`config.mk`:
```
export PLATFORM = sky130hd
export DESIGN_NAME = uart_cmd_rx
export DESIGN_NICKNAME = d
export VERILOG_FILES = /design/src/rtl/uart_cmd_rx.sv
export SDC_FILE = /design/constraint.sdc
export NUM_CORES = 1
export LEC_CHECK = 0
export ABC_AREA = 1
export CAP_MARGIN = 20
export CORE_ASPECT_RATIO = 0.9
export CORE_MARGIN = 2
export CORE_UTILIZATION = 45
export DETAILED_ROUTE_END_ITERATION = 10
export PLACE_DENSITY_LB_ADDON = 0.1
export SYNTH_ARGS = -nofsm -noshare
export SYNTH_HDL_FRONTEND = slang
export SYNTH_SLANG_ARGS = --single-unit
```
`constraint.sdc`:
```
create_clock -name clk -period 5.6 [get_ports clk]
set_input_delay 0.56 -clock clk [delete_from_list [all_inputs] [get_ports clk]]
set_output_delay 0.56 -clock clk [all_outputs]
set_load 0.005 [all_outputs]
```
`src/rtl/uart_cmd_rx.sv`:
```
`default_nettype none
// ============================================================================
// Module   : uart_cmd_rx
// Brief    : 8N1 UART receiver with a command filter and hold/gap presenter
//            that drives the stats block command bus. Letters are folded to
//            lowercase. Only {e,p,d,b,s,w} are passed. Each command is held
//            for a fixed window and then followed by a mandatory 0x00 gap.
//            A single pending slot absorbs back-to-back keystrokes.
// Revision : 1.0 - initial release
// ============================================================================
module uart_cmd_rx #(
    parameter int CLKS_PER_BIT = 2812,
    parameter int HOLD_CYCLES  = 27000,
    parameter int GAP_CYCLES   = 16
) (
    input  logic       clk,
    input  logic       reset,
    input  logic       rx,
    output logic [7:0] cmd,
    output logic       cmd_valid,
    output logic [7:0] rx_byte,
    output logic       rx_strobe,
    output logic       framing_err,
    output logic       overrun,
    output logic       busy
);

    // Receive FSM encoding
    localparam logic [2:0] R_IDLE  = 3'd0;
    localparam logic [2:0] R_START = 3'd1;
    localparam logic [2:0] R_DATA  = 3'd2;
    localparam logic [2:0] R_STOP  = 3'd3;
    localparam logic [2:0] R_WAIT  = 3'd4;

    // Output FSM encoding
    localparam logic [1:0] O_IDLE = 2'd0;
    localparam logic [1:0] O_HOLD = 2'd1;
    localparam logic [1:0] O_GAP  = 2'd2;

    localparam int               CNT_W     = $clog2(CLKS_PER_BIT);
    localparam logic [CNT_W-1:0] BIT_LAST  = CNT_W'(CLKS_PER_BIT - 1);
    localparam logic [CNT_W-1:0] HALF_LAST = CNT_W'(CLKS_PER_BIT / 2 - 1);

    localparam int                OMAX      = (HOLD_CYCLES > GAP_CYCLES) ? HOLD_CYCLES : GAP_CYCLES;
    localparam int                OCNT_W    = $clog2(OMAX + 1);
    localparam logic [OCNT_W-1:0] HOLD_LAST = OCNT_W'(HOLD_CYCLES - 1);
    localparam logic [OCNT_W-1:0] GAP_LAST  = OCNT_W'(GAP_CYCLES - 1);

    // Synchroniser chain plus one extra stage for falling-edge detection
    logic rx_meta_q, rx_meta_d;
    logic rx_s_q, rx_s_d;
    logic rx_prev_q, rx_prev_d;

    // Receive datapath
    logic [2:0]       rstate_q, rstate_d;
    logic [CNT_W-1:0] clk_cnt_q, clk_cnt_d;
    logic [2:0]       bit_idx_q, bit_idx_d;
    logic [7:0]       shift_q, shift_d;
    logic [7:0]       rx_byte_q, rx_byte_d;
    logic             rx_strobe_q, rx_strobe_d;
    logic             framing_err_q, framing_err_d;

    // Output presenter
    logic [1:0]        ostate_q, ostate_d;
    logic [OCNT_W-1:0] ocnt_q, ocnt_d;
    logic [7:0]        cmd_q, cmd_d;
    logic              cmd_valid_q, cmd_valid_d;
    logic [7:0]        pend_q, pend_d;
    logic              pend_valid_q, pend_valid_d;
    logic              overrun_q, overrun_d;

    // Event strobes from the FSM next-state logic
    logic       w_stop_good;
    logic       w_stop_bad;
    logic       w_hold_done;
    logic       w_gap_done;
    logic [7:0] w_lower;
    logic       w_is_cmd;
    logic       w_accept;

    // Synchroniser next values: a plain shift chain
    always_comb begin
        rx_meta_d = rx;
        rx_s_d    = rx_meta_q;
        rx_prev_d = rx_s_q;
    end

    // State register for every flop; reset parks both FSMs and idles the line high
    always_ff @(posedge clk) begin
        if (reset) begin
            rx_meta_q     <= 1'b1;
            rx_s_q        <= 1'b1;
            rx_prev_q     <= 1'b1;
            rstate_q      <= R_IDLE;
            clk_cnt_q     <= '0;
            bit_idx_q     <= '0;
            shift_q       <= '0;
            rx_byte_q     <= '0;
            rx_strobe_q   <= 1'b0;
            framing_err_q <= 1'b0;
            ostate_q      <= O_IDLE;
            ocnt_q        <= '0;
            cmd_q         <= '0;
            cmd_valid_q   <= 1'b0;
            pend_q        <= '0;
            pend_valid_q  <= 1'b0;
            overrun_q     <= 1'b0;
        end else begin
            rx_meta_q     <= rx_meta_d;
            rx_s_q        <= rx_s_d;
            rx_prev_q     <= rx_prev_d;
            rstate_q      <= rstate_d;
            clk_cnt_q     <= clk_cnt_d;
            bit_idx_q     <= bit_idx_d;
            shift_q       <= shift_d;
            rx_byte_q     <= rx_byte_d;
            rx_strobe_q   <= rx_strobe_d;
            framing_err_q <= framing_err_d;
            ostate_q      <= ostate_d;
            ocnt_q        <= ocnt_d;
            cmd_q         <= cmd_d;
            cmd_valid_q   <= cmd_valid_d;
            pend_q        <= pend_d;
            pend_valid_q  <= pend_valid_d;
            overrun_q     <= overrun_d;
        end
    end

    // Receive FSM next state: mid-bit sampling timed from the start edge
    always_comb begin
        rstate_d    = rstate_q;
        clk_cnt_d   = clk_cnt_q;
        bit_idx_d   = bit_idx_q;
        shift_d     = shift_q;
        w_stop_good = 1'b0;
        w_stop_bad  = 1'b0;
        case (rstate_q)
            R_IDLE: begin
                if (rx_prev_q && !rx_s_q) begin
                    rstate_d  = R_START;
                    clk_cnt_d = '0;
                    bit_idx_d = '0;
                end
            end
            R_START: begin
                if (clk_cnt_q == HALF_LAST) begin
                    clk_cnt_d = '0;
                    // A high line at mid start bit was only a glitch
                    rstate_d  = rx_s_q ? R_IDLE : R_DATA;
                end else begin
                    clk_cnt_d = clk_cnt_q + CNT_W'(1);
                end
            end
            R_DATA: begin
                if (clk_cnt_q == BIT_LAST) begin
                    clk_cnt_d = '0;
                    shift_d   = {rx_s_q, shift_q[7:1]};
                    bit_idx_d = bit_idx_q + 3'd1;
                    if (bit_idx_q == 3'd7) begin
                        rstate_d = R_STOP;
                    end
                end else begin
                    clk_cnt_d = clk_cnt_q + CNT_W'(1);
                end
            end
            R_STOP: begin
                if (clk_cnt_q == BIT_LAST) begin
                    clk_cnt_d = '0;
                    if (rx_s_q) begin
                        w_stop_good = 1'b1;
                        rstate_d    = R_IDLE;
                    end else begin
                        w_stop_bad = 1'b1;
                        rstate_d   = R_WAIT;
                    end
                end else begin
                    clk_cnt_d = clk_cnt_q + CNT_W'(1);
                end
            end
            R_WAIT: begin
                // Hold off until the line idles so a break cannot frame bytes
                if (rx_s_q) begin
                    rstate_d = R_IDLE;
                end
            end
            default: rstate_d = R_IDLE;
        endcase
    end

    // Receive FSM outputs: raw byte capture and one-cycle status pulses
    always_comb begin
        rx_byte_d     = w_stop_good ? shift_q : rx_byte_q;
        rx_strobe_d   = w_stop_good;
        framing_err_d = w_stop_bad;
    end

    // Command filter: fold A-Z to lowercase, then match the command set
    always_comb begin
        w_lower = shift_q;
        if ((shift_q >= 8'h41) && (shift_q <= 8'h5A)) begin
            w_lower = shift_q + 8'h20;
        end
        case (w_lower)
            8'h65, 8'h70, 8'h64, 8'h62, 8'h73, 8'h77: w_is_cmd = 1'b1;
            default:                                  w_is_cmd = 1'b0;
        endcase
        w_accept = w_stop_good && w_is_cmd;
    end

    // Output FSM next state: hold window followed by a fixed gap
    always_comb begin
        ostate_d    = ostate_q;
        ocnt_d      = ocnt_q;
        w_hold_done = 1'b0;
        w_gap_done  = 1'b0;
        case (ostate_q)
            O_IDLE: begin
                if (w_accept) begin
                    ostate_d = O_HOLD;
                    ocnt_d   = '0;
                end
            end
            O_HOLD: begin
                if (ocnt_q == HOLD_LAST) begin
                    w_hold_done = 1'b1;
                    ostate_d    = O_GAP;
                    ocnt_d      = '0;
                end else begin
                    ocnt_d = ocnt_q + OCNT_W'(1);
                end
            end
            O_GAP: begin
                if (ocnt_q == GAP_LAST) begin
                    w_gap_done = 1'b1;
                    ocnt_d     = '0;
                    // A byte arriving on the final gap edge starts the next hold directly
                    ostate_d   = (pend_valid_q || w_accept) ? O_HOLD : O_IDLE;
                end else begin
                    ocnt_d = ocnt_q + OCNT_W'(1);
                end
            end
            default: ostate_d = O_IDLE;
        endcase
    end

    // Output FSM outputs: cmd bus, pending slot and overrun pulse
    always_comb begin
        cmd_d        = cmd_q;
        pend_d       = pend_q;
        pend_valid_d = pend_valid_q;
        overrun_d    = 1'b0;
        case (ostate_q)
            O_IDLE: begin
                if (w_accept) begin
                    cmd_d = w_lower;
                end
            end
            O_HOLD: begin
                if (w_hold_done) begin
                    cmd_d = 8'h00;
                end
                if (w_accept) begin
                    if (pend_valid_q) begin
                        overrun_d = 1'b1;
                    end else begin
                        pend_d       = w_lower;
                        pend_valid_d = 1'b1;
                    end
                end
            end
            O_GAP: begin
                if (w_gap_done) begin
                    if (pend_valid_q) begin
                        // Slot drains into cmd this edge, so a new byte may refill it
                        cmd_d = pend_q;
                        if (w_accept) begin
                            pend_d = w_lower;
                        end else begin
                            pend_valid_d = 1'b0;
                        end
                    end else if (w_accept) begin
                        cmd_d = w_lower;
                    end
                end else if (w_accept) begin
                    if (pend_valid_q) begin
                        overrun_d = 1'b1;
                    end else begin
                        pend_d       = w_lower;
                        pend_valid_d = 1'b1;
                    end
                end
            end
            default: cmd_d = 8'h00;
        endcase
        cmd_valid_d = (cmd_d != 8'h00);
    end

    assign cmd         = cmd_q;
    assign cmd_valid   = cmd_valid_q;
    assign rx_byte     = rx_byte_q;
    assign rx_strobe   = rx_strobe_q;
    assign framing_err = framing_err_q;
    assign overrun     = overrun_q;
    assign busy        = (rstate_q != R_IDLE);

endmodule
`default_nettype wire

```
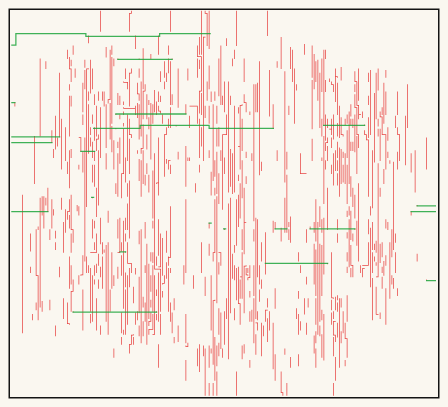
(run_1/layers.png)
Two of the layers only.
colour	layer	wire length
green	M3	229 um
red	M2	3770 um

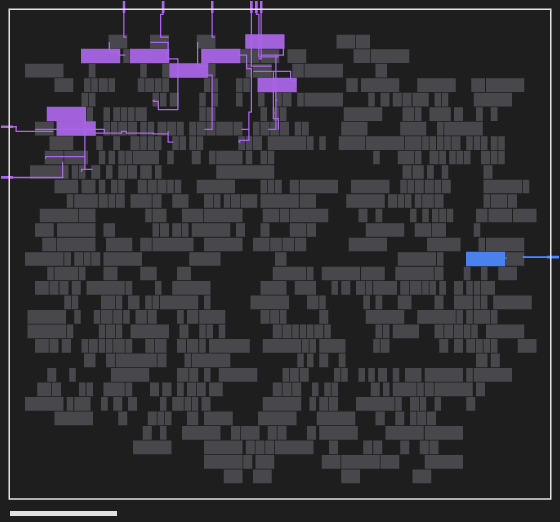
(run_1/port_trees.png)
The bar under the picture is 20 um long.
colour	port	bits	direction	end cells	buffers	wire
blue	framing_err	1	output	1	1	5.70 um
purple	cmd	8	output	8	8	239 um
number of buffers inserted by port buffering: 23
boundary pin count: 24

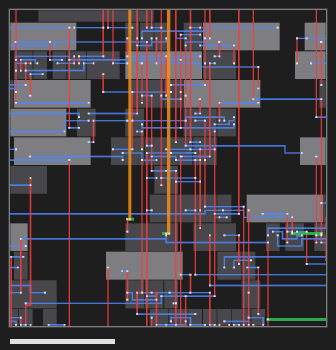
(run_1/closeup.png)
The bar under the picture is 10 um long. Window x 36 to 66, y 31 to 61 um. Cells in grey, sequential cells in the stronger grey; small squares are vias.
colour	layer
blue	M1
green	M3
red	M2
orange	M4
most frequent	dfxtp_1 (9), inv_1 (7), nand2_1 (7)
netlist names of flops here include	pend_q (6)
cells with their middle in the window	56
sequential cells in the window	9

==> summary.txt, run 1 <==
Observations from the implementation run.

Outcome:
- The flow ran to the end, and the final reports show no timing, DRC or antenna violations.

Final layout:
- The run gives the number of nets in the layout as ~560.
- In the final layout, the share of cells above drive strength 1 is 0.109.
- The run gives the number of inserted filler cells in the final layout as slightly below 800.
- The top cell type in the final layout, fill and taps aside, is sky130_fd_sc_hd__nand2_1.
- The run gives the antenna cell count as 0.
- In the layout the commonest cells are sky130_fd_sc_hd__nand2_1, sky130_fd_sc_hd__dfxtp_1, sky130_fd_sc_hd__inv_1.
- The run gives the core utilization of the finished layout as 0.533.
- Per the run report, area growth between synthesis and finish was 13.1%.
- The finished layout holds around 650 standard cells, fillers aside.

Worst setup path:
- Along the worst path, the maximum fanout reaches 18.
- The timing report gives the biggest stage delay along the critical path as between 300 and 400 ps.
- The run puts the combined buffer and inverter count along the critical path at 2.
- The run gives the data arrival time of the critical path as 2940 ps.
- The critical path is of the reg -> reg type.
- The run puts the required time of the critical path at around 5800 ps.
- The cell sequence reported for the critical path is ha_1 -> inv_1 -> nor2_1 -> nand3_4 -> nor2_8 -> nand2_2 -> nor2_4 -> nand3_4 -> nand2_4 -> nand2_8 -> o21ai_4 -> inv_2 -> nand2_2 -> a22oi_1.
- The worst setup path is captured at a flip-flop.
- Among cell families on the critical path, the largest total delay comes from simple AND/OR/NAND/NOR gates.
- The run gives the minimum setup slack among reg-to-reg paths as between 2000 and 3000 ps.
- STA classifies the critical path startpoint as a flip-flop.
- The run gives the cell with the biggest individual delay on the critical path as sky130_fd_sc_hd__dfxtp_1.

GRT:
- The run gives the total routing resource utilization after global routing as 0.193.
- The run gives the maximum number of pins on one net before global-route repair as 34.
- After global routing the overflow that remains totals 0.
- The run gives the wire length of the first global-routing pass as approximately 14000 um.
- The number of global-route vias before repair is approximately 3.1k.
- The run puts the initial antenna violation count at 0.

Synth:
- The run gives the area reported by Yosys stat as ~3800 um^2.
- After synthesis, the netlist uses 45 different library cells.
- The run puts the fraction of the yosys area taken by sequential cells at 0.391.
- The run puts the post-synthesis average cell area at 7.32 um^2.
- After technology mapping, the gate count stands at approximately 520.
- Yosys printed 0 warnings.
- The number of nets in the synthesized netlist is between 500 and 600.
- Per the synth log, the flip-flop and latch total comes to ~75.
- Per the Yosys statistics, synthesis produced roughly 520 cells.
- The run gives the post-synth design cell area as roughly 3800 um^2.

CTS:
- The run puts the number of buffers added to fix hold violations after cts at 0.
- The tree is rooted in a sky130_fd_sc_hd__clkbuf_8.
- TritonCTS built the clock tree.
- The run gives the number of buffers added by the clock tree synthesis step as 9.
- The run puts the count of instances resized after the clock tree is built at 0.
- Counting along the longest clock path gives a buffer depth of 2.
- The run gives the H-tree level count as 3.
- The run puts the number of sinks driven by the clock tree at between 70 and 80.
- The run puts the post-CTS setup buffer count at 0.
- The run gives the source-to-sink clock delay at the later pin of the worst-skew pair as 340 ps.
- The run puts the clock-pin slew on the worst setup and hold paths at ~80 ps.

Routing:
- The run puts the DRC violations left at 0.
- The run puts the via-per-instance ratio at 5.12.
- Summing over every cut layer, the via total after detailed routing is about 3.3k.
- The run gives the number of nets still failing antenna checks after routing as 0.
- The run gives the per-cell routed wire length as between 10 and 15 um.
- The run puts the number of DRC markers after the initial detailed-route iteration at 115.
- The run gives the aggregate routed wire length as around 8200 um.
- The run gives the total iterations of the first detailed-routing run as 5.

Timing:
- The run puts the portion of the clock cycle consumed by the worst path in the final layout at 0.484.
- The run puts the number of setup violations in the final report at 0.
- Endpoints failing hold in the final report were tallied at 0.
- The run gives the time the worst path needs with I/O delays and setup as 2710 ps.
- The run gives the setup TNS after final layout as 0 ps.
- Setup repair after global routing left no endpoint under its margin.
- After layout, the worst setup slack is slightly below 3000 ps.
- The final max-slew violation count recorded for this run is 0.
- The run gives the highest achievable clock rate as 369 MHz.
- The run puts the minimum hold slack at approximately 420 ps.
- The clock arrives with 10.4 ps of skew.
- The run gives the worst max-slew margin expressed relative to the limit as 0.369.
- The pin closest to its max-slew limit shows a slew of about 950 ps.

Placement:
- In the placement report, post-DP HPWL is listed as just under 6000 um.
- After detailed placement, the design holds a cell count of ~630.
- The run gives the routability-driven placement congestion ratio as about 0.84.
- Timing analysis after detailed placement gives a worst setup slack of between 2000 and 3000 ps.

Flow run:
- The run puts the total of max-cap violations at 0.
- The run gives the count of tool warnings as 30.

Floorplan:
- In the floorplan report the effective utilization is 0.471.
- The run puts the vertical extent of the die at roughly 92 um.
- The run puts the standard cell core area at between 8000 and 9000 um^2.
- The run puts the die width at around 100 um.
- The run gives the number of placement rows as 31.
- The run gives the total die size as 9280 um^2.

Pwr:
- The run puts the power per cell area at 305 nW/um^2.
- The run gives the static leakage power as 0.00165 uW.
- The run gives the maximum VDD drop as 154 uV.

Hold path:
- The path class of the tightest hold or removal check is reg -> reg.
[run 1: flip-flops by register name, indices dropped and copies added (netlist names)]
name,count
clk_cnt_q,12
framing_err,1
pend_q,8
bit_idx_q,3
pend_valid_q,1
rstate_q,3
cmd_valid,1
rx_meta_q,1
overrun,1
cmd,8
rx_prev_d,1
rx_strobe,1
shift_q,8
rx_prev_q,1
ostate_q,2
ocnt_q,15
rx_byte,8
[run 1: routing by layer]
layer	routed length, um	GRT usage
met5	0	0
met4	85	0.0495
met3	229	0.0508
met2	3770	0.305
met1	4150	0.259
[run 1: area by class of cell]
type	count	area (um^2)	area share
repair buffers	25	245	0.0565
well taps	99	124	0.0285
inverters	77	295	0.0681
clock buffers	11	141	0.0326
flip-flops and latches	75	1500	0.346
clock inverters	5	52.6	0.0121
multi-input cells	359	1980	0.456
[run 1: through the flow]
stage	total power (uW)	instance area (um^2)
3_5_place_dp	925	4140
5_1_grt	1420	4340
6_report	1330	4340
2_1_floorplan	844	3840
4_1_cts	1340	4330
3_3_place_gp	922	4140
[run 1: cells in the mapped netlist, drive strengths merged]
master	n	share of area
a211oi	6	0.012
a21oi	50	0.071
a221oi	2	0.0046
a22oi	2	0.0039
a2bb2oi	1	0.0039
a311oi	1	0.0023
a31oi	3	0.0049
and3	2	0.0033
buf	5	0.0082
clkbuf	8	0.0078
clkinv	2	0.0036
dfxtp	75	0.39
ha	10	0.033
inv	75	0.073
nand2	95	0.11
nand3	34	0.051
nand4	10	0.020
nor2	68	0.078
nor3	18	0.025
nor3b	3	0.0059
nor4	5	0.016
o21ai	38	0.053
o22ai	1	0.0016
o31ai	1	0.0020
o41ai	1	0.0023
or2	2	0.0033
xnor2	1	0.0023
xor2	5	0.011
[run 1: power by group]
group          switching [uW]  total [uW]  leakage (uW)  internal (uW)
clock network             195         411     0.0000991            216
registers                25.9         586      0.000606            561
logic                     228         327      0.000943           99.0
total                     450        1330       0.00165            876
[run 1: final timing paths]
| check | to | cells after the start | start |
|---|---|---|---|
| setup / recovery | ocnt_q[13] | 14 | clk_cnt_q[0] |
| hold / removal | rx_prev_d | 1 | rx_meta_q |
| setup reg to reg | ocnt_q[13] | 14 | clk_cnt_q[0] |
| hold reg to reg | rx_prev_d | 1 | rx_meta_q |
[run 1: logic make-up (layout without fill, tap and decap cells)]
kind of cell    count (synthesis)  after routing  synth area share
simple gates                  237            237             0.308
compound gates                106            106             0.162
fa+ha+maj                      10             10            0.0326
flops                          75             75             0.391
xor+xnor                        6              6            0.0137
buf+inv                        90            118            0.0929
## Run 2: what changed since run 1
- clock period: 5.6 -> 2.85 ns (I/O delays scaled with it)
==> run 2 against run 1 <==
Net effect: setup slack worse by 2600 ps; global-route usage is 0.41 points higher; via count is 2.0% higher; synthesized cell count stayed put; first-iteration DRC count is 41% higher; sequential share of layout area is 0.34 points lower; non-clock buffer count is 6 higher; wire length is 2.7% higher; critical path type unchanged; largest power group unchanged; highest routed layer unchanged.
==> summary.txt, run 2 <==
Observations from the implementation run.

Outcome:
- Run status: complete, no violations (unchanged).

Timing:
- The run gives the minimum hold slack as 425 ps (was 424 ps).
- The portion of the clock cycle consumed by the worst path in the final layout came to 0.885 (was 0.484).
- The run gives the worst setup margin as 327 ps (was 2890 ps).
- The run puts the final tally of hold violations at 0 (unchanged).
- The run gives the worst max-slew margin expressed relative to the limit as 0.511 (was 0.369).
- The highest achievable clock rate was 396 MHz (was 369 MHz).
- The run gives the number of setup violations in the final report as 0 (unchanged).
- Setup repair after global routing missed its margin: false (unchanged).
- The setup TNS after final layout came to 0 ps (unchanged).
- The run puts the slew at the pin closest to its max-slew limit at 728 ps (was 946 ps).

Worst setup path:
- The minimum setup slack among reg-to-reg paths is 330 ps (was 2890 ps).
- The run gives the data arrival time of the critical path as 2760 ps (was 2940 ps).
- The type of the setup path with the least slack is reg -> reg (unchanged).
- The run puts the largest driver fanout on the critical path at 18 (unchanged).
- The endpoint kind of the worst setup timing path was a flip-flop (unchanged).
- The startpoint of the worst setup timing path is clk_cnt_q[0] (unchanged).

Synth:
- The run gives the cell type with the highest aggregate area in the netlist as sky130_fd_sc_hd__dfxtp_1 (unchanged).
- Top cells by count, synth: sky130_fd_sc_hd__nand2_1, sky130_fd_sc_hd__dfxtp_1, sky130_fd_sc_hd__inv_1 (unchanged).
- The number of storage elements in the synthesis netlist is 75 (unchanged).
- The run gives the share of flip-flops with an asynchronous set or reset as 0 (unchanged).
- The run puts the post-synthesis cell count from yosys at 524 (unchanged).
- Top cells by area: sky130_fd_sc_hd__dfxtp_1, sky130_fd_sc_hd__nand2_1, sky130_fd_sc_hd__inv_1 (unchanged).
- The run gives the post-synth design cell area as 3840 um^2 (unchanged).
- The most common flop cell mapped by yosys was sky130_fd_sc_hd__dfxtp_1 (unchanged).
- The run puts the number of cells produced by synthesis at 524 (unchanged).
- The run gives the cell with the most instances after synthesis as sky130_fd_sc_hd__nand2_1 (unchanged).
- The run puts the portion of synthesized cell area occupied by the leading cell type at 0.391 (unchanged).
- The synthesis warning total was 0 (unchanged).

GRT:
- The run puts the number of global-route vias before repair at 3207 (was 3123).
- The initial antenna violation count was 0 (unchanged).
- The run gives the total routing resource utilization after global routing as 0.197 (was 0.193).
- The run puts the maximum number of pins on one net before global-route repair at 24 (was 34).
- The wire length of the first global-routing pass is 14700 um (was 14400 um).
- The run puts the overflow left after global routing at 0 (unchanged).

Flow run:
- The count of tool warnings was 30 (unchanged).
- The total of max-cap violations was 0 (unchanged).

Final layout:
- The run puts the core utilization of the finished layout at 0.538 (was 0.533).
- The number of flip-flops under the largest register name is 15 (unchanged).
- The run puts the area growth from synthesis to final layout at 14.2% (was 13.1%).
- The register with the most flip-flops is ocnt_q (unchanged).
- The footprint of the multi-input gates came to 1980 um^2 (unchanged).
- Commonest non-fill, non-tap cells in the layout: sky130_fd_sc_hd__nand2_1, sky130_fd_sc_hd__dfxtp_1, sky130_fd_sc_hd__inv_1 (unchanged).
- The run gives the most frequent logic cell in the layout as sky130_fd_sc_hd__nand2_1 (unchanged).
- Largest registers in the final layout: ocnt_q (15), clk_cnt_q (12) (unchanged).
- The run puts the number of nets in the layout at 566 (was 560).
- The sequential standard cell area was 1500 um^2 (unchanged).
- The run gives the number of inserted filler cells in the final layout as 816 (was 780).

Floorplan:
- The run gives the standard cell core area as 8150 um^2 (unchanged).
- The run gives the die width as 101 um (unchanged).
- The run gives the number of primary I/O pins as 24 (unchanged).
- The run puts the vertical extent of the die at 91.6 um (unchanged).
- The total die size is 9280 um^2 (unchanged).

Placement:
- The run puts the placement-stage worst setup slack at 217 ps (was 2680 ps).
- The run gives the port buffer count as 23 (unchanged).
- The run gives the sum of net half-perimeters after detailed placement as 6230 um (was 5910 um).

Routing:
- The run gives the via-per-instance ratio as 5.18 (was 5.12).
- The total iterations of the first detailed-routing run came to 4 (was 5).
- The DRC violations left was 0 (unchanged).
- The run puts the number of nets still failing antenna checks after routing at 0 (unchanged).
- The per-cell routed wire length is 12.9 um (was 12.7 um).

CTS:
- The maximum buffer depth of the clock tree came to 2 (unchanged).
- The run gives the source-to-sink clock delay at the later pin of the worst-skew pair as 360 ps (was 340 ps).
- The run puts the count of instances resized after the clock tree is built at 0 (unchanged).
- The clock tree from TritonCTS is done (unchanged).
- The clock tree root buffer cell is sky130_fd_sc_hd__clkbuf_8 (unchanged).
- The run puts the number of buffers added to fix hold violations after cts at 0 (unchanged).

Pwr:
- The run puts the relative contribution of the clock network to total power at 0.309 (was 0.310).
- The run puts the sequential fraction of design power at 0.438 (was 0.443).
- The proportion of power drawn by combinational gates came to 0.253 (was 0.247).
- The run gives the power per cell area as 602 nW/um^2 (was 305 nW/um^2).
- The maximum VDD drop is 372 uV (was 154 uV).
- The run puts the net load switching power at 926 uW (was 450 uW).
- The static leakage power is 0.00167 uW (was 0.00165 uW).

Hold path:
- The run gives the startpoint of the most critical hold path as rx_meta_q (unchanged).
- The class of the most critical hold timing path was reg -> reg (unchanged).
[run 2: cell type report]
class	count	area share
clock buffer	10	0.0291
clock inverter	6	0.0146
inverter	77	0.0674
multi-input combinational	359	0.452
sequential	75	0.343
tap	99	0.0283
timing repair buffer	31	0.0662
[run 2: logic make-up after synthesis]
group | synth area share
compound gates | 0.162
xor+xnor | 0.0137
fa+ha+maj | 0.0326
buf+inv | 0.0929
flops | 0.391
simple gates | 0.308
[run 2: power by group through the flow]
stage               Clock, uW  Combinational, uW  Sequential (uW)
global placement            0                639             1170
finish                    814                668             1160
floorplan                   0                493             1170
global route              878                762             1160
detailed placement          0                654             1180
CTS                       834                657             1160
[run 2: critical path, cell delays in order (launching register included)]
cell and delay (ps):
sky130_fd_sc_hd__dfxtp_1 400, sky130_fd_sc_hd__ha_1 230, sky130_fd_sc_hd__inv_1 50, sky130_fd_sc_hd__nor2_1 180, sky130_fd_sc_hd__nand3_4 140, sky130_fd_sc_hd__nor2_8 140, sky130_fd_sc_hd__nand2_2 70, sky130_fd_sc_hd__nor2_4 150
sky130_fd_sc_hd__nand3_4 200, sky130_fd_sc_hd__nand2_4 180, sky130_fd_sc_hd__nand2_8 120, sky130_fd_sc_hd__o21ai_4 290, sky130_fd_sc_hd__inv_2 80, sky130_fd_sc_hd__and3_1 160
[run 2: worst paths after layout]
kind	endpoint	cells past startpoint
max	ocnt_q[12]	13
min	rx_prev_d	1
max reg2reg	ocnt_q[12]	13
min reg2reg	rx_prev_d	1
[run 2: metrics by stage]
stage	instance area, um^2	power [uW]	instances
after floorplan	3840	1660	524
after global placement	4170	1810	638
after detailed placement	4170	1830	638
after CTS	4360	2650	654
after global routing	4380	2800	657
final	4380	2640	657
[run 2: what timing repair did]
item | in CTS | in global routing
endpoints found under the hold margin | 0 | 0
setup endpoints to repair | 0 | 5
buffers inserted | 0 | 3
[run 2: routing by layer]
layer / vias to the layer above / GRT usage / routed length [um]
li1: 1786 / - / -
met1: 1542 / 0.248 / 3970
met2: 64 / 0.327 / 4060
met3: 12 / 0.0547 / 319
met4: 0 / 0.0541 / 107
met5: - / 0 / 0
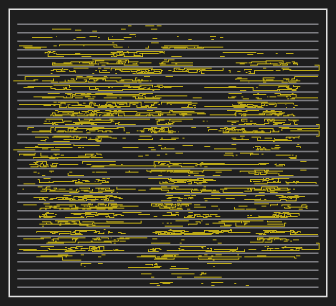
(run_2/m1.png)
Supply wires on this layer in grey.
share of all routed wire	47%
longest straight run	23.0 um
GR Util met1: 0.248
via total after detailed routing: 3404
final WL: 8460 um

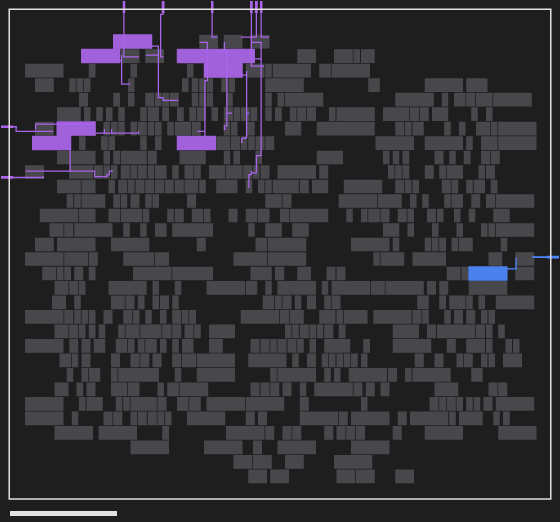
(run_2/port_trees.png)
The bar under the picture is 20 um long.

## Run 3: what changed since run 2
- clock period: 2.85 -> 2.5 ns (I/O delays scaled with it)
==> run 3 against run 2 <==
Net effect: first-iteration DRC count decreased by 30%; via count increased by 0.24%; synthesized cell count unchanged.
==> summary.txt, run 3 <==
Observations from the implementation run.

Worst setup path:
- The endpoint kind of the worst setup timing path was a flip-flop (unchanged).
- The run gives the number of cells on the worst reg-to-reg path as 14 (was 13).
- The run gives the startpoint of the worst setup timing path as clk_cnt_q[0] (unchanged).
- The reg-to-reg startpoint is clk_cnt_q[0] (unchanged).
- The run puts the largest driver fanout on the critical path at 18 (unchanged).
- The endpoint of the worst register-to-register path is ocnt_q[13] (was ocnt_q[12]).
- The run puts the data arrival time of the critical path at 2550 ps (was 2760 ps).
- The run gives the termination of the worst setup path as ocnt_q[13] (was ocnt_q[12]).
- The startpoint type of the worst setup path is a flip-flop (unchanged).
- The type of the setup path with the least slack is reg -> reg (unchanged).
- The minimum setup slack among reg-to-reg paths came to 180 ps (was 330 ps).
- The run gives the required time of the critical path as 2730 ps (was 3090 ps).

CTS:
- The run gives the maximum buffer depth of the clock tree as 2 (unchanged).
- The run gives the number of sinks driven by the clock tree as 75 (unchanged).
- The run gives the source-to-sink clock delay at the later pin of the worst-skew pair as 360 ps (about the same).
- The run gives the H-tree level count as 3 (unchanged).
- The run gives the clock-pin slew on the worst setup and hold paths as 90 ps (about the same).
- The clock tree root buffer cell is sky130_fd_sc_hd__clkbuf_8 (unchanged).
- The run gives the number of buffers added by the clock tree synthesis step as 9 (unchanged).
- The run gives the clock tree from TritonCTS as done (unchanged).

Synth:
- The number of storage elements in the synthesis netlist came to 75 (unchanged).
- The cell with the most instances after synthesis was sky130_fd_sc_hd__nand2_1 (unchanged).
- The post-synthesis cell count from yosys came to 524 (unchanged).
- The most common flop cell mapped by yosys is sky130_fd_sc_hd__dfxtp_1 (unchanged).
- The cell type with the highest aggregate area in the netlist is sky130_fd_sc_hd__dfxtp_1 (unchanged).
- The run puts the synthesis warning total at 0 (unchanged).
- The run puts the number of different library cells in the post-synthesis netlist at 45 (unchanged).
- The run puts the portion of synthesized cell area occupied by the leading cell type at 0.391 (unchanged).
- The run puts the number of enable-type register cells in the synthesized netlist at 0 (unchanged).
- Top cells by area: sky130_fd_sc_hd__dfxtp_1, sky130_fd_sc_hd__nand2_1, sky130_fd_sc_hd__inv_1 (unchanged).
- The run gives the synthesized net count as 537 (unchanged).
- The run puts the number of cells produced by synthesis at 524 (unchanged).
- The area reported by Yosys stat came to 3840 um^2 (unchanged).
- The run puts the post-synth design cell area at 3840 um^2 (unchanged).
- The run puts the share of flip-flops with an asynchronous set or reset at 0 (unchanged).
- The run gives the post-synthesis average cell area as 7.32 um^2 (unchanged).
- Top cells by count, synth: sky130_fd_sc_hd__nand2_1, sky130_fd_sc_hd__dfxtp_1, sky130_fd_sc_hd__inv_1 (unchanged).
- The run gives the fraction of the yosys area taken by sequential cells as 0.391 (unchanged).

GRT:
- The most heavily used metal layer in global routing is met2 (unchanged).
- The run gives the total routing resource utilization after global routing as 0.197 (about the same).
- The run puts the wire length of the first global-routing pass at 14800 um (was 14700 um).
- The initial antenna violation count came to 0 (unchanged).
- The fraction of met2 tracks used by global routing was 0.321 (was 0.327).
- The run gives the maximum number of pins on one net before global-route repair as 24 (unchanged).
- The run gives the met1 capacity usage during global routing as 0.255 (was 0.248).
- The run puts the met3 capacity usage during global routing at 0.0470 (was 0.0547).
- The run gives the number of global-route vias before repair as 3230 (was 3207).
- The run gives the overflow left after global routing as 0 (unchanged).

Routing:
- The run gives the number of nets still failing antenna checks after routing as 0 (unchanged).
- The run gives the total iterations of the first detailed-routing run as 4 (unchanged).
- The run puts the DRC violations left at 0 (unchanged).
- The via-per-instance ratio was 5.14 (was 5.18).
- The number of DRC markers after the initial detailed-route iteration came to 113 (was 162).
- The via count is 3412 (was 3404).
- The run puts the aggregate routed wire length at 8680 um (was 8460 um).
- The per-cell routed wire length came to 13.1 um (was 12.9 um).

Placement:
- The run puts the routability-driven placement congestion ratio at 0.896 (was 0.892).
- The sum of net half-perimeters after detailed placement was 6310 um (was 6230 um).
- The number of placed instances, taps included came to 644 (was 638).
- The run gives the port buffer count as 23 (unchanged).

Floorplan:
- The run puts the share of the core filled by cells before placement at 0.471 (unchanged).
- The run puts the vertical extent of the die at 91.6 um (unchanged).
- The standard cell core area came to 8150 um^2 (unchanged).
- The run puts the number of primary I/O pins at 24 (unchanged).
- The run puts the die width at 101 um (unchanged).
- The run puts the number of placement rows at 31 (unchanged).
- The run puts the total die size at 9280 um^2 (unchanged).

Pwr:
- The run gives the static leakage power as 0.00172 uW (was 0.00167 uW).
- The run puts the maximum VDD drop at 336 uV (was 372 uV).
- The power per cell area was 707 nW/um^2 (was 602 nW/um^2).
- The sum of internal, switching and leakage power was 3170 uW (was 2640 uW).

Flow run:
- The total of max-cap violations is 0 (unchanged).
- The count of tool warnings came to 30 (unchanged).

Timing:
- The run puts the time the worst path needs with I/O delays and setup at 2320 ps (was 2520 ps).
- The run puts the setup TNS after final layout at 0 ps (unchanged).
- The highest achievable clock rate came to 431 MHz (was 396 MHz).
- The run puts the total count of max-transition violations in the final report at 0 (unchanged).
- The run gives the final tally of hold violations as 0 (unchanged).
- The run gives the portion of the clock cycle consumed by the worst path in the final layout as 0.928 (was 0.885).
- The run puts the worst max-slew margin expressed relative to the limit at 0.660 (was 0.511).
- The run gives the slew at the pin closest to its max-slew limit as 508 ps (was 728 ps).
- The minimum hold slack is 421 ps (was 425 ps).
- The run puts the final clock skew at 18.4 ps (was 15.8 ps).
- The run gives the number of setup violations in the final report as 0 (unchanged).

Hold path:
- The class of the most critical hold timing path was reg -> reg (unchanged).
- The run puts the count of cells along the worst hold path at 1 (unchanged).

Final layout:
- Commonest non-fill, non-tap cells in the layout: sky130_fd_sc_hd__nand2_1, sky130_fd_sc_hd__dfxtp_1, sky130_fd_sc_hd__inv_1 (unchanged).
- The register with the most flip-flops is ocnt_q (unchanged).
- The run puts the share of layout cells above drive strength 1 at 0.143 (was 0.118).
- Largest registers in the final layout: ocnt_q (15), clk_cnt_q (12) (unchanged).
- The run gives the number of flip-flops under the largest register name as 15 (unchanged).
- The antenna cell count came to 0 (unchanged).
- The run gives the area growth from synthesis to final layout as 16.9% (was 14.2%).
- The run gives the number of non-filler instances in the completed layout as 664 (was 657).
- The number of nets in the layout was 573 (was 566).
- The run gives the most frequent logic cell in the layout as sky130_fd_sc_hd__nand2_1 (unchanged).

Outcome:
- Run status: complete, no violations (unchanged).
-- run 3: routing by layer --
metal,share of wire,vias to the layer above
met5,0,-
met4,0.0044,0
met3,0.034,2
met2,0.48,48
met1,0.48,1565
li1,-,1797
-- run 3: cell families (layout without fill, tap and decap cells) --
kind of cell,Yosys count,in the layout,synth area share
simple gates,237,237,0.308
compound gates,106,106,0.162
buf+inv,90,131,0.0929
flops,75,75,0.391
fa+ha+maj,10,10,0.0326
xor+xnor,6,6,0.0137
-- run 3: area by class of cell --
class | instances | area, um^2
clock inverters | 7 | 101
fillers | 787 | 3660
multi-input cells | 359 | 2000
flip-flops and latches | 75 | 1500
well taps | 99 | 124
inverters | 77 | 295
clock buffers | 9 | 124
repair buffers | 38 | 343
-- run 3: worst min-delay path by stage --
stage              start  slack, ps   endpoint
2_1_floorplan         rx        350  rx_meta_q
3_3_place_gp   rx_meta_q        420  rx_prev_d
3_5_place_dp   rx_meta_q        420  rx_prev_d
4_1_cts        rx_meta_q        430  rx_prev_d
5_1_grt        rx_meta_q        440  rx_prev_d
6_report       rx_meta_q        420  rx_prev_d
-- run 3: critical path, stage by stage, from the launching register on --
cell and delay, ps:
sky130_fd_sc_hd__dfxtp_2 370, sky130_fd_sc_hd__ha_1 210, sky130_fd_sc_hd__inv_1 70, sky130_fd_sc_hd__nor2_2 150, sky130_fd_sc_hd__nand3_4 130, sky130_fd_sc_hd__nor2_8 110, sky130_fd_sc_hd__nand2_2 70, sky130_fd_sc_hd__nor2_4 150
sky130_fd_sc_hd__nand3_4 160, sky130_fd_sc_hd__nand2_4 150, sky130_fd_sc_hd__nand2_8 120, sky130_fd_sc_hd__o21ai_4 260, sky130_fd_sc_hd__inv_2 80, sky130_fd_sc_hd__nand2_2 90, sky130_fd_sc_hd__a22oi_1 70
-- run 3: repair_timing --
item                                    4_1_cts  5_1_grt
gates resized                                 0        7
setup buffers                                 0        4
hold buffers                                  0        0
endpoints found under the setup margin        0       20
-- run 3: stage by stage --
step                instance area, um^2  setup slack [ps]   util
floorplan                          3840               412      -
global placement                   4210              58.8  0.517
detailed placement                 4210              72.5  0.517
CTS                                4440              36.4  0.545
global route                       4490             -13.8  0.551
finish                             4490               179  0.551
-- run 3: where the power goes --
| group | internal (uW) | total [uW] | switching (uW) |
|---|---|---|---|
| Combinational | 259 | 797 | 538 |
| Clock | 570 | 1060 | 488 |
| Sequential | 1260 | 1320 | 60.2 |
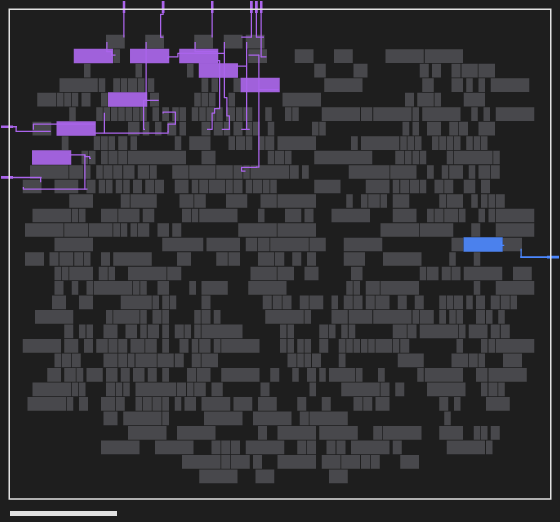
(run_3/port_trees.png)
The bar under the picture is 20 um long.
colour	port	bits	direction	end cells	buffers	wire
purple	cmd	8	output	8	8	238 um
blue	framing_err	1	output	1	1	7.50 um

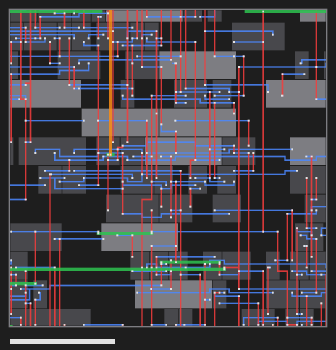
(run_3/closeup.png)
The bar under the picture is 10 um long. Window x 36 to 66, y 31 to 61 um. Cells in grey, sequential cells in the stronger grey; small squares are vias.
colour	layer
red	M2
orange	M4
blue	M1
green	M3
most frequent	dfxtp_1 (8)
netlist names of flops here include	pend_q (4), shift_q (2)
cells with their middle in the window	62
sequential cells in the window	8

Power and IR drop assume default switching activity.
